==> images/metal_stack.png <==
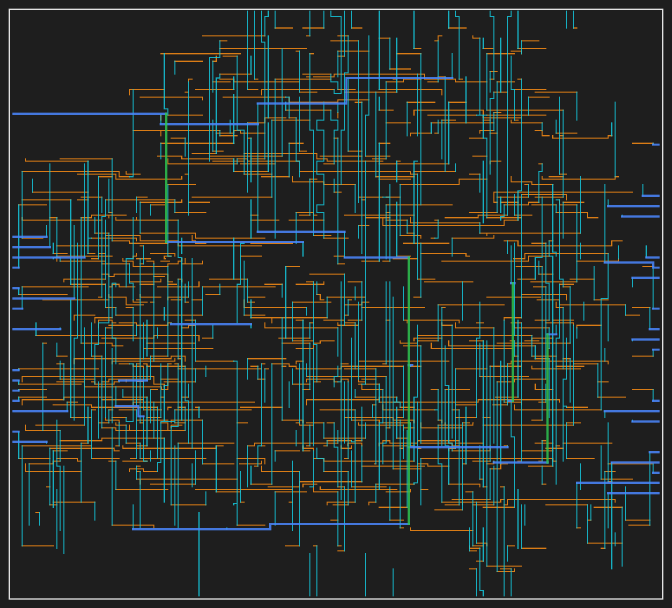
==> images/cell_classes.png <==
Fill, decap, tap and diode cells in gray.
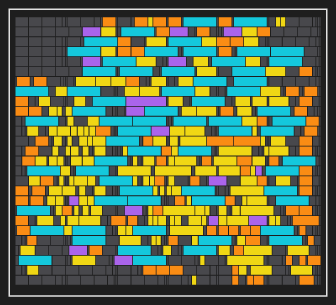
<file path="src/rtl/adder_settle_monitor.sv">
// rtl/adder_settle_monitor.sv - clocked settle-time monitor for gate-level adder characterization
// Optional per-window glitch counter: define MONITOR_GLITCH_CNT_EN.
module adder_settle_monitor #(
  parameter int WIDTH  = 3,
  parameter int WINDOW = 15,
  parameter int CNT_W  = 4
) (
  input  logic               clk,
  input  logic               rst_n,
  input  logic               launch,
  input  logic [2*WIDTH:0]   launch_code,
  input  logic [WIDTH:0]     ref_sum,
  input  logic [WIDTH:0]     dut_sum,
  output logic               busy,
  output logic               done,
  output logic [CNT_W-1:0]   settle_cycles,
  output logic               timeout,
  output logic [CNT_W-1:0]   max_settle,
  output logic [2*WIDTH:0]   max_from,
  output logic [2*WIDTH:0]   max_to,
  output logic [15:0]        err_count,
  output logic [CNT_W-1:0]   glitch_cnt
);

  localparam logic [CNT_W-1:0] WIN = CNT_W'(WINDOW);

  typedef enum logic [1:0] {IDLE, TRACK, DONE} state_t;

  state_t             state_q;
  logic [CNT_W-1:0]   k_q, last_bad_q;
  logic [2*WIDTH:0]   prev_code_q, cur_code_q;
  logic               busy_q, done_q, timeout_q;
  logic [CNT_W-1:0]   settle_q, max_settle_q;
  logic [2*WIDTH:0]   max_from_q, max_to_q;
  logic [15:0]        err_q;

  logic               mismatch;
  logic [CNT_W-1:0]   k_d;
  logic               last_sample;
  logic [CNT_W-1:0]   settle_d;

  assign mismatch    = (dut_sum != ref_sum);
  assign k_d         = k_q + 1'b1;
  assign last_sample = (state_q == TRACK) && (k_d == WIN);
  // A mismatch on the final sample makes last_bad equal WINDOW, i.e. a timeout.
  assign settle_d    = mismatch ? WIN : last_bad_q;

  always_ff @(posedge clk or negedge rst_n) begin
    if (!rst_n) begin
      state_q      <= IDLE;
      k_q          <= '0;
      last_bad_q   <= '0;
      prev_code_q  <= '0;
      cur_code_q   <= '0;
      busy_q       <= 1'b0;
      done_q       <= 1'b0;
      timeout_q    <= 1'b0;
      settle_q     <= '0;
      max_settle_q <= '0;
      max_from_q   <= '0;
      max_to_q     <= '0;
      err_q        <= '0;
    end else begin
      done_q <= 1'b0;
      if (launch) begin
        state_q     <= TRACK;
        busy_q      <= 1'b1;
        k_q         <= '0;
        last_bad_q  <= '0;
        prev_code_q <= cur_code_q;
        cur_code_q  <= launch_code;
      end else begin
        case (state_q)
          TRACK: begin
            k_q <= k_d;
            if (mismatch) last_bad_q <= k_d;
            if (last_sample) begin
              state_q   <= DONE;
              busy_q    <= 1'b0;
              done_q    <= 1'b1;
              settle_q  <= settle_d;
              timeout_q <= mismatch;
              if (mismatch && (err_q != 16'hFFFF)) err_q <= err_q + 16'd1;
              if (settle_d > max_settle_q) begin
                max_settle_q <= settle_d;
                max_from_q   <= prev_code_q;
                max_to_q     <= cur_code_q;
              end
            end
          end
          DONE:    state_q <= IDLE;
          default: state_q <= IDLE;
        endcase
      end
    end
  end

`ifdef MONITOR_GLITCH_CNT_EN
  logic [WIDTH:0]   dut_prev_q;
  logic [CNT_W-1:0] gcnt_q, gcnt_d, glitch_q;

  always_comb begin
    gcnt_d = gcnt_q;
    if ((dut_sum != dut_prev_q) && (gcnt_q != {CNT_W{1'b1}})) gcnt_d = gcnt_q + 1'b1;
  end

  always_ff @(posedge clk or negedge rst_n) begin
    if (!rst_n) begin
      dut_prev_q <= '0;
      gcnt_q     <= '0;
      glitch_q   <= '0;
    end else if (launch) begin
      dut_prev_q <= dut_sum;
      gcnt_q     <= '0;
    end else if (state_q == TRACK) begin
      dut_prev_q <= dut_sum;
      gcnt_q     <= gcnt_d;
      if (last_sample) glitch_q <= gcnt_d;
    end
  end

  assign glitch_cnt = glitch_q;
`else
  assign glitch_cnt = '0;
`endif

  assign busy          = busy_q;
  assign done          = done_q;
  assign settle_cycles = settle_q;
  assign timeout       = timeout_q;
  assign max_settle    = max_settle_q;
  assign max_from      = max_from_q;
  assign max_to        = max_to_q;
  assign err_count     = err_q;

endmodule
</file>
<file path="config.mk">
export PLATFORM = sky130hd
export DESIGN_NAME = adder_settle_monitor
export DESIGN_NICKNAME = d
export VERILOG_FILES = /design/src/rtl/adder_settle_monitor.sv
export SDC_FILE = /design/constraint.sdc
export NUM_CORES = 1
export LEC_CHECK = 0
export CAP_MARGIN = 20
export CORE_ASPECT_RATIO = 0.9
export CORE_MARGIN = 1
export CORE_UTILIZATION = 46
export CTS_CLUSTER_SIZE = 14
export DETAILED_ROUTE_END_ITERATION = 6
export PLACE_DENSITY = 0.84
export SLEW_MARGIN = 25
export SYNTH_ARGS = -nofsm -noshare
export SYNTH_HDL_FRONTEND = slang
export SYNTH_SLANG_ARGS = --single-unit
</file>
<file path="constraint.sdc">
create_clock -name clk -period 1.86 [get_ports clk]
set_input_delay 0.279 -clock clk [delete_from_list [all_inputs] [get_ports clk]]
set_output_delay 0.279 -clock clk [all_outputs]
set_load 0.01 [all_outputs]
</file>
==> impl_metrics.env <==
# physical design summary
export IMPL_chipHeight_um=78.0
export IMPL_yosysTopAreaCell="dfrtp_1"
export IMPL_clock_skew_ps=7.81
export IMPL_largest_reg_flops=16
export IMPL_final_setup_viol_count=20
export IMPL_rows=27
export IMPL_die_area_um2=6750
export IMPL_r2r_start="k_q[1]"
export IMPL_gp_congestion=0.818
export IMPL_fin_ws_ps=-182
export IMPL_area_leaders="dfrtp_1 55%, mux2_2 9.9%, mux2_4 4.6%, xnor2_1 4.4%, ha_1 3.0%"
export IMPL_timing_final_crit_share_pct=110
export IMPL_top_area_cell_class="sequential cells"
export IMPL_mostFrequentLayoutCells="65 x dfrtp_1, 49 x clkdlybuf4s50_1, 24 x buf_4"
export IMPL_topCombFamilyByArea="multiplexers"
export IMPL_aoi_share_pct=2.29
export IMPL_tritoncts="done"
export IMPL_cp_required_ps=2080
export IMPL_min_period_ps=2040
export IMPL_muxShareOfSynthArea_pct=15.2
export IMPL_clock_buffers=12
export IMPL_drcViolationCount=0
export IMPL_crit_start="dut_sum[1]"
export IMPL_finalHoldViolCount=0
export IMPL_syn_area_um2=2960
export IMPL_p_total_mw=3.08
export IMPL_tool_warnings=30
export IMPL_status="finished with violations"
export IMPL_viasPerCell=4.93
export IMPL_top_power_group="registers"
export IMPL_instances_no_fill=418
export IMPL_grt_ovfl_total=0
export IMPL_n_tap_cell=87
export IMPL_power_density_nw_per_um2=720
export IMPL_power_switching_uw=715
export IMPL_clk_pin_slew_worst_paths_ps=70
export IMPL_adder_share_pct=2.96
export IMPL_ff_type="dfrtp_1"
export IMPL_hpwlAfterDp_mm=4.02
export IMPL_io_buffers=58
export IMPL_synthXorXnorAreaFrac_pct=7.03
export IMPL_violations="negative setup slack"
export IMPL_setup_worst_path_end="max_to[0]"
export IMPL_drive_gt1_share_pct=36.3
export IMPL_syn_area_per_cell_um2=12.7
export IMPL_slew_viol_final=0
export IMPL_wl_met3_um=299
export IMPL_hold_ws_ps=483
export IMPL_pwr_share_comb_pct=10.1
export IMPL_comb_area_share_pct=34.1
export IMPL_grt_busiest_layer="met2"
export IMPL_hold_buffers=1
export IMPL_timing_setup_tns_ps=-2920
export IMPL_crit_cells=10
export IMPL_critPathArrivalTime_ps=2260
export IMPL_grtUsageMet3_pct=7.15
export IMPL_grt_util_all_layers_pct=19.6
export IMPL_stdcell_area_um2=4280
export IMPL_pwr_share_seq_pct=49.0
export IMPL_nets=351
export IMPL_clockRootBuffer="clkbuf_8"
export IMPL_drtPass1Iterations=4
export IMPL_power_frac_clock_pct=40.9
export IMPL_cp_slowest_cell="nor4_4"
export IMPL_cp_cell_sequence="buf_6, xor2_2, nor4_4, nand2b_1, ha_4, a21oi_4, o21ai_4, nand3_4, buf_12, mux2_4"
export IMPL_grtUsageMet2_pct=31.7
export IMPL_met1_usage_pct=24.1
export IMPL_io_pins=63
export IMPL_yosys_cells=233
export IMPL_flops=65
export IMPL_p_sw_share_pct=23.2
export IMPL_ys_sh_simple_pct=14.2
export IMPL_grt_pass1_vias=2101
-- metal_stack.png (at the start) --
- blue: met3 (wire length 299 µm)
- cyan: met2 (wire length 3280 µm)
- orange: met1 (wire length 2680 µm)
- green: met4 (wire length 85.0 µm)

-- cell_classes.png (at the start) --
- yellow: all other logic (cells 161)
- purple: clock drivers and dummy loads (cells 16)
- orange: other buffers and delay cells (cells 89)
- cyan: flip-flops (cells 65)

